**src/rtl/arm_pkg.sv**
```systemverilog
// Shared encodings for the multi-cycle ARM controller: FSM states, datapath
// select codes, ALU controls and condition codes.
package arm_pkg;

    typedef enum logic [3:0] {
        S_FETCH    = 4'd0,
        S_DECODE   = 4'd1,
        S_MEMADR   = 4'd2,
        S_MEMREAD  = 4'd3,
        S_MEMWB    = 4'd4,
        S_MEMWRITE = 4'd5,
        S_EXECUTER = 4'd6,
        S_EXECUTEI = 4'd7,
        S_ALUWB    = 4'd8,
        S_BRANCH   = 4'd9
    } state_t;

    localparam logic [1:0] ALU_ADD = 2'b00;
    localparam logic [1:0] ALU_SUB = 2'b01;
    localparam logic [1:0] ALU_AND = 2'b10;
    localparam logic [1:0] ALU_ORR = 2'b11;

    localparam logic [1:0] SRCB_REG  = 2'b00;
    localparam logic [1:0] SRCB_IMM  = 2'b01;
    localparam logic [1:0] SRCB_FOUR = 2'b10;

    localparam logic [1:0] RES_ALUOUT = 2'b00;
    localparam logic [1:0] RES_DATA   = 2'b01;
    localparam logic [1:0] RES_ALU    = 2'b10;

    localparam logic [1:0] IMM_DP  = 2'b00;
    localparam logic [1:0] IMM_MEM = 2'b01;
    localparam logic [1:0] IMM_BR  = 2'b10;

    localparam logic [1:0] OP_DP  = 2'b00;
    localparam logic [1:0] OP_MEM = 2'b01;
    localparam logic [1:0] OP_BR  = 2'b10;

    localparam logic [3:0] COND_EQ = 4'h0;
    localparam logic [3:0] COND_NE = 4'h1;
    localparam logic [3:0] COND_CS = 4'h2;
    localparam logic [3:0] COND_CC = 4'h3;
    localparam logic [3:0] COND_MI = 4'h4;
    localparam logic [3:0] COND_PL = 4'h5;
    localparam logic [3:0] COND_VS = 4'h6;
    localparam logic [3:0] COND_VC = 4'h7;
    localparam logic [3:0] COND_HI = 4'h8;
    localparam logic [3:0] COND_LS = 4'h9;
    localparam logic [3:0] COND_GE = 4'ha;
    localparam logic [3:0] COND_LT = 4'hb;
    localparam logic [3:0] COND_GT = 4'hc;
    localparam logic [3:0] COND_LE = 4'hd;
    localparam logic [3:0] COND_AL = 4'he;

endpackage

```
**src/rtl/multi_cycle_controller_if.sv**
```systemverilog
// Controller <-> datapath bundle. master = controller, slave = datapath.
// instr/alu_flags flow into the controller; every select and strobe flows out.
interface multi_cycle_controller_if;
    logic [19:0] instr;
    logic [3:0]  alu_flags;
    logic        pc_write;
    logic        adr_src;
    logic        mem_write;
    logic        ir_write;
    logic        reg_write;
    logic        alu_src_a;
    logic [1:0]  alu_src_b;
    logic [1:0]  result_src;
    logic [1:0]  imm_src;
    logic [1:0]  reg_src;
    logic [1:0]  alu_ctl;
    logic [3:0]  state;

    modport master (
        input  instr, alu_flags,
        output pc_write, adr_src, mem_write, ir_write, reg_write, alu_src_a,
               alu_src_b, result_src, imm_src, reg_src, alu_ctl, state
    );

    modport slave (
        output instr, alu_flags,
        input  pc_write, adr_src, mem_write, ir_write, reg_write, alu_src_a,
               alu_src_b, result_src, imm_src, reg_src, alu_ctl, state
    );
endinterface

```
**src/rtl/cond_logic.sv**
```systemverilog
// NZCV flag register and ARM condition evaluation. flag_write[1] loads N/Z,
// flag_write[0] loads C/V; cond_ex always reflects the registered flags.
module cond_logic
    import arm_pkg::*;
(
    input  logic       clk,
    input  logic       reset,
    input  logic [3:0] cond,
    input  logic [3:0] alu_flags,
    input  logic [1:0] flag_write,
    output logic       cond_ex
);

    logic [3:0] r_flags;
    logic       w_n, w_z, w_c, w_v;

    always_ff @(posedge clk or negedge reset) begin
        if (!reset) begin
            r_flags <= 4'b0000;
        end else begin
            if (flag_write[1]) r_flags[3:2] <= alu_flags[3:2];
            if (flag_write[0]) r_flags[1:0] <= alu_flags[1:0];
        end
    end

    assign {w_n, w_z, w_c, w_v} = r_flags;

    always_comb begin
        cond_ex = 1'b0;
        case (cond)
            COND_EQ: cond_ex = w_z;
            COND_NE: cond_ex = ~w_z;
            COND_CS: cond_ex = w_c;
            COND_CC: cond_ex = ~w_c;
            COND_MI: cond_ex = w_n;
            COND_PL: cond_ex = ~w_n;
            COND_VS: cond_ex = w_v;
            COND_VC: cond_ex = ~w_v;
            COND_HI: cond_ex = w_c & ~w_z;
            COND_LS: cond_ex = ~w_c | w_z;
            COND_GE: cond_ex = (w_n == w_v);
            COND_LT: cond_ex = (w_n != w_v);
            COND_GT: cond_ex = ~w_z & (w_n == w_v);
            COND_LE: cond_ex = w_z | (w_n != w_v);
            COND_AL: cond_ex = 1'b1;
            default: cond_ex = 1'b0;
        endcase
    end

endmodule

```
**src/rtl/multi_cycle_controller.sv**
```systemverilog
// Multi-cycle ARM control FSM: sequences fetch/decode/execute and drives all
// datapath selects and strobes; flags and condition checks live in cond_logic.
module multi_cycle_controller
    import arm_pkg::*;
(
    input  logic                     clk,
    input  logic                     reset,
    multi_cycle_controller_if.master bus
);

    state_t     r_state, w_next;
    logic       r_cond_hold;

    logic [3:0] w_cond;
    logic [1:0] w_op;
    logic [5:0] w_funct;
    logic       w_rd15;
    logic       w_cond_ex;
    logic       w_wb_cond;
    logic [1:0] w_flag_write;

    logic [1:0] w_dp_ctl;
    logic       w_dp_valid;
    logic       w_dp_arith;

    logic       w_pc_write, w_adr_src, w_mem_write, w_ir_write, w_reg_write;
    logic       w_alu_src_a;
    logic [1:0] w_alu_src_b, w_result_src, w_imm_src, w_reg_src, w_alu_ctl;

    assign w_cond  = bus.instr[19:16];
    assign w_op    = bus.instr[15:14];
    assign w_funct = bus.instr[13:8];
    assign w_rd15  = (bus.instr[3:0] == 4'hf);

    cond_logic u_cond (
        .clk        (clk),
        .reset      (reset),
        .cond       (w_cond),
        .alu_flags  (bus.alu_flags),
        .flag_write (w_flag_write),
        .cond_ex    (w_cond_ex)
    );

    always_ff @(posedge clk or negedge reset) begin
        if (!reset) begin
            r_state     <= S_FETCH;
            r_cond_hold <= 1'b0;
        end else begin
            r_state <= w_next;
            // ALUWB must see the condition as it was before this instruction's own flag update
            if (r_state == S_EXECUTER || r_state == S_EXECUTEI)
                r_cond_hold <= w_cond_ex;
        end
    end

    assign w_wb_cond = (r_state == S_ALUWB) ? r_cond_hold : w_cond_ex;

    always_comb begin
        w_dp_ctl   = ALU_ADD;
        w_dp_valid = 1'b0;
        w_dp_arith = 1'b0;
        case (w_funct[4:1])
            4'b0100: begin w_dp_ctl = ALU_ADD; w_dp_valid = 1'b1; w_dp_arith = 1'b1; end
            4'b0010: begin w_dp_ctl = ALU_SUB; w_dp_valid = 1'b1; w_dp_arith = 1'b1; end
            4'b0000: begin w_dp_ctl = ALU_AND; w_dp_valid = 1'b1; end
            4'b1100: begin w_dp_ctl = ALU_ORR; w_dp_valid = 1'b1; end
            default: ;
        endcase
    end

    always_comb begin
        w_next       = r_state;
        w_pc_write   = 1'b0;
        w_adr_src    = 1'b0;
        w_mem_write  = 1'b0;
        w_ir_write   = 1'b0;
        w_reg_write  = 1'b0;
        w_alu_src_a  = 1'b0;
        w_alu_src_b  = SRCB_REG;
        w_result_src = RES_ALUOUT;
        w_imm_src    = IMM_DP;
        w_alu_ctl    = ALU_ADD;
        w_flag_write = 2'b00;
        // Register-port steering holds from DECODE through write-back (STR reads rd late)
        w_reg_src    = (r_state == S_FETCH) ? 2'b00 : {w_op == OP_MEM, w_op == OP_BR};
        case (r_state)
            S_FETCH: begin
                w_ir_write   = 1'b1;
                w_alu_src_a  = 1'b1;
                w_alu_src_b  = SRCB_FOUR;
                w_result_src = RES_ALU;
                w_pc_write   = 1'b1;
                w_next       = S_DECODE;
            end
            S_DECODE: begin
                w_alu_src_a  = 1'b1;
                w_alu_src_b  = SRCB_FOUR;
                w_result_src = RES_ALU;
                case (w_op)
                    OP_MEM: begin w_imm_src = IMM_MEM; w_next = S_MEMADR; end
                    OP_DP:  w_next = w_funct[5] ? S_EXECUTEI : S_EXECUTER;
                    OP_BR:  begin w_imm_src = IMM_BR; w_next = S_BRANCH; end
                    default: w_next = S_FETCH;
                endcase
            end
            S_MEMADR: begin
                w_alu_src_b = SRCB_IMM;
                w_imm_src   = IMM_MEM;
                w_alu_ctl   = w_funct[3] ? ALU_ADD : ALU_SUB;
                w_next      = w_funct[0] ? S_MEMREAD : S_MEMWRITE;
            end
            S_MEMREAD: begin
                w_adr_src    = 1'b1;
                w_result_src = RES_ALUOUT;
                w_next       = S_MEMWB;
            end
            S_MEMWRITE: begin
                w_adr_src    = 1'b1;
                w_result_src = RES_ALUOUT;
                w_mem_write  = w_cond_ex;
                w_next       = S_FETCH;
            end
            S_MEMWB: begin
                w_result_src = RES_DATA;
                w_reg_write  = w_wb_cond & ~w_rd15;
                w_pc_write   = w_wb_cond & w_rd15;
                w_next       = S_FETCH;
            end
            S_EXECUTER, S_EXECUTEI: begin
                w_alu_src_b  = (r_state == S_EXECUTEI) ? SRCB_IMM : SRCB_REG;
                w_imm_src    = IMM_DP;
                w_alu_ctl    = w_dp_ctl;
                if (w_funct[0] && w_cond_ex && w_dp_valid)
                    w_flag_write = {1'b1, w_dp_arith};
                w_next       = S_ALUWB;
            end
            S_ALUWB: begin
                w_result_src = RES_ALUOUT;
                w_reg_write  = w_wb_cond & ~w_rd15;
                w_pc_write   = w_wb_cond & w_rd15;
                w_next       = S_FETCH;
            end
            S_BRANCH: begin
                w_alu_src_b  = SRCB_IMM;
                w_imm_src    = IMM_BR;
                w_result_src = RES_ALU;
                w_pc_write   = w_cond_ex;
                w_next       = S_FETCH;
            end
            default: w_next = S_FETCH;
        endcase
    end

    // Strobes are masked by reset directly so nothing fires while reset is held low
    assign bus.pc_write   = w_pc_write  & reset;
    assign bus.mem_write  = w_mem_write & reset;
    assign bus.ir_write   = w_ir_write  & reset;
    assign bus.reg_write  = w_reg_write & reset;
    assign bus.adr_src    = w_adr_src;
    assign bus.alu_src_a  = w_alu_src_a;
    assign bus.alu_src_b  = w_alu_src_b;
    assign bus.result_src = w_result_src;
    assign bus.imm_src    = w_imm_src;
    assign bus.reg_src    = w_reg_src;
    assign bus.alu_ctl    = w_alu_ctl;
    assign bus.state      = r_state;

endmodule
```
**src/flat_wrapper.sv**
```systemverilog
// flat-port wrapper written by rule: the top's interface ports become plain ports
module multi_cycle_controller_flat import arm_pkg::*;
  (clk, reset, bus_instr, bus_alu_flags, bus_pc_write, bus_adr_src, bus_mem_write, bus_ir_write, bus_reg_write, bus_alu_src_a, bus_alu_src_b, bus_result_src, bus_imm_src, bus_reg_src, bus_alu_ctl, bus_state);
  multi_cycle_controller_if bus_i ();
  input  logic clk;
  input  logic reset;
  input wire logic [$bits(bus_i.instr)-1:0] bus_instr;
  input wire logic [$bits(bus_i.alu_flags)-1:0] bus_alu_flags;
  output wire logic [$bits(bus_i.pc_write)-1:0] bus_pc_write;
  output wire logic [$bits(bus_i.adr_src)-1:0] bus_adr_src;
  output wire logic [$bits(bus_i.mem_write)-1:0] bus_mem_write;
  output wire logic [$bits(bus_i.ir_write)-1:0] bus_ir_write;
  output wire logic [$bits(bus_i.reg_write)-1:0] bus_reg_write;
  output wire logic [$bits(bus_i.alu_src_a)-1:0] bus_alu_src_a;
  output wire logic [$bits(bus_i.alu_src_b)-1:0] bus_alu_src_b;
  output wire logic [$bits(bus_i.result_src)-1:0] bus_result_src;
  output wire logic [$bits(bus_i.imm_src)-1:0] bus_imm_src;
  output wire logic [$bits(bus_i.reg_src)-1:0] bus_reg_src;
  output wire logic [$bits(bus_i.alu_ctl)-1:0] bus_alu_ctl;
  output wire logic [$bits(bus_i.state)-1:0] bus_state;
  assign bus_i.instr = bus_instr;
  assign bus_i.alu_flags = bus_alu_flags;
  assign bus_pc_write = bus_i.pc_write;
  assign bus_adr_src = bus_i.adr_src;
  assign bus_mem_write = bus_i.mem_write;
  assign bus_ir_write = bus_i.ir_write;
  assign bus_reg_write = bus_i.reg_write;
  assign bus_alu_src_a = bus_i.alu_src_a;
  assign bus_alu_src_b = bus_i.alu_src_b;
  assign bus_result_src = bus_i.result_src;
  assign bus_imm_src = bus_i.imm_src;
  assign bus_reg_src = bus_i.reg_src;
  assign bus_alu_ctl = bus_i.alu_ctl;
  assign bus_state = bus_i.state;
  multi_cycle_controller u_core (.clk(clk), .reset(reset), .bus(bus_i));
endmodule
```
**config.mk**
```make
export PLATFORM = sky130hd
export DESIGN_NAME = multi_cycle_controller_flat
export DESIGN_NICKNAME = d
export VERILOG_FILES = /design/src/rtl/arm_pkg.sv /design/src/rtl/multi_cycle_controller_if.sv /design/src/rtl/cond_logic.sv /design/src/rtl/multi_cycle_controller.sv /design/src/flat_wrapper.sv
export SDC_FILE = /design/constraint.sdc
export NUM_CORES = 1
export LEC_CHECK = 0
export CAP_MARGIN = 15
export CORE_ASPECT_RATIO = 1.2
export CORE_MARGIN = 5
export CORE_UTILIZATION = 40
export CTS_CLUSTER_DIAMETER = 50
export DETAILED_ROUTE_END_ITERATION = 16
export GPL_TIMING_DRIVEN = 0
export PLACE_DENSITY = 0.88
export SLEW_MARGIN = 0
export SYNTH_ARGS = -nofsm -noshare
export SYNTH_HDL_FRONTEND = slang
export SYNTH_HIERARCHICAL = 1
export SYNTH_SLANG_ARGS = --single-unit
```
**constraint.sdc**
```tcl
create_clock -name clk -period 6.3 [get_ports clk]
set_clock_uncertainty 0.15 [all_clocks]
set_input_delay 0.945 -clock clk [delete_from_list [all_inputs] [get_ports clk]]
set_output_delay 0.945 -clock clk [all_outputs]
set_load 0.05 [all_outputs]
```
class_map.png
Bar = 20 um. Fill, decap, tap and diode cells in gray.
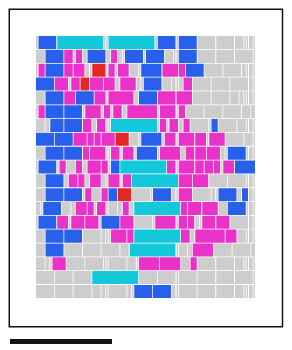
- remaining buffers and delay cells: blue (cells 47; share of their area 34%)
- remaining logic cells: magenta (cells 95; share of their area 47%)
- clock drivers and dummy loads: red (cells 4; share of their area 2.1%)
- registers: cyan (cells 9; share of their area 17%)
final core utilization: 60.6%
finished layout cell area: 0.00135 mm^2
CORE AREA: 0.00223 mm^2

gates.png
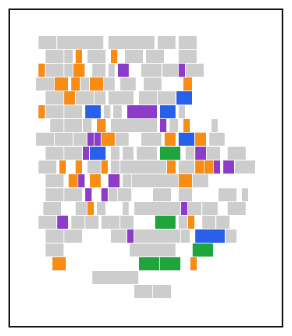
- mux cells: green (cells 5; most used mux2_1; where bottom middle)
- nor cells: orange (cells 28; most used nor2_1)
- xor and xnor cells: blue (cells 6; most used xnor2_1)
- nand cells: purple (cells 17; most used nand2_1)
logic share of the area: 44.1%
post-route insts no fill: 186
Top cell excl fill/tap: clkdlybuf4s50_1

==> GITHUB_STEP_SUMMARY <==
## Implementation flow summary

| Metric | Value |
|---|---|
| Internal | `300 uW` |
| Area-dominant class | `multi-input combinational cells` |
| Clock Sinks | `9` |
| Top sig layer | `met4` |
| Status | `finished clean` |
| Met2 Resource Use GR | `28.5%` |
| Via density | `roughly 5.5` |
| Critical path startpoint | `bus_instr[18]` |
| Critical path depth | `9` |
| Ys Warns | `6` |
| Max Fclk | `206 MHz` |
| Slew Limit Fails | `0` |
| Fin Setup TNS | `0 ns` |
| Worst relative slew slack | `65.7%` |
| Post-synth net total | `139` |
| First-pass GRT wire length | `~4300 um` |
| Clock slew at reported path FFs | `around 0.06 ns` |
| ClkCell Share | `2.03%` |
| CP Cell Sequence | `clkdlybuf4s50_1 > and3b_1 > a221oi_1 > a211o_1 > a211o_1 > inv_1 > o22a_1 > o31ai_1 > clkdlybuf4s50_1` |
| Seq. cell area | `225 um^2` |
| Most numerous logic cells after layout | `clkdlybuf4s50_1 (38), nor2_1 (11), nand2_1 (11), dfrtp_1 (9)` |
| Hold path depth | `1` |
| Synth top cells by count | `nand2_1 (11), nor2_1 (11), dfrtp_1 (9), a21oi_1 (7), nor3_1 (7)` |
| Post-synth ARST share | `100%` |
| WP data required | `5.20 ns` |
| Number of remaining DRC errors | `0` |
| Synth-to-layout area growth | `49.2%` |
| Post-synth top area cell | `dfrtp_1` |
| Mapped Cells | `113` |
| WHS | `roughly 0.38 ns` |
| WP buf/inv | `3` |
| Syn Area/Cell | `8.03 um^2` |
| Inverter count | `4` |
| Max-Cap Viols | `0` |
| Most used flip-flop cell | `dfrtp_1` |
| Yosys reg bits | `9` |
| Non-clock buffer count | `47` |
| Reg2Reg Setup Slack | `approximately 3.9 ns` |
| Signal buffers share of area | `33.3%` |
| DP HPWL | `between 2000 and 2500 um` |
| Worst Hold Class | `flop to flop` |
| Comb_multi_in | `about 91` |
| Yosys stat chip area | `just over 900 um^2` |
| Clock Buffer Count | `3` |
| Die Wd | `53.5 um` |
| CTS tree | `built` |
[logic make-up after synthesis]
family / after synthesis / share of synthesized area (%)
and+or+nand+nor: 51 / 31.2
AOI/OAI and AO/OA: 29 / 21.8
buffers and inverters: 13 / 9.38
DFF: 9 / 24.8
xor gates and xnor gates: 6 / 6.62
muxes: 5 / 6.21
[metrics by stage]
step,util [%],worst slack [ns]
after detailed placement,59.4,1.47
final,60.6,1.44
after global placement,59.4,1.51
after CTS,60.6,1.45
after floorplan,-,1.97
after global routing,60.6,1.25
[power groups by stage]
stage          clock network (uW)  registers [uW]  logic [uW]
6_report                     44.5            96.0         554
5_1_grt                      48.6            99.5         590
4_1_cts                      46.5            96.1         555
3_5_place_dp                    0            96.1         551
3_3_place_gp                    0            94.9         544
2_1_floorplan                   0             135         350
Power is estimated from default activity; no workload was simulated.
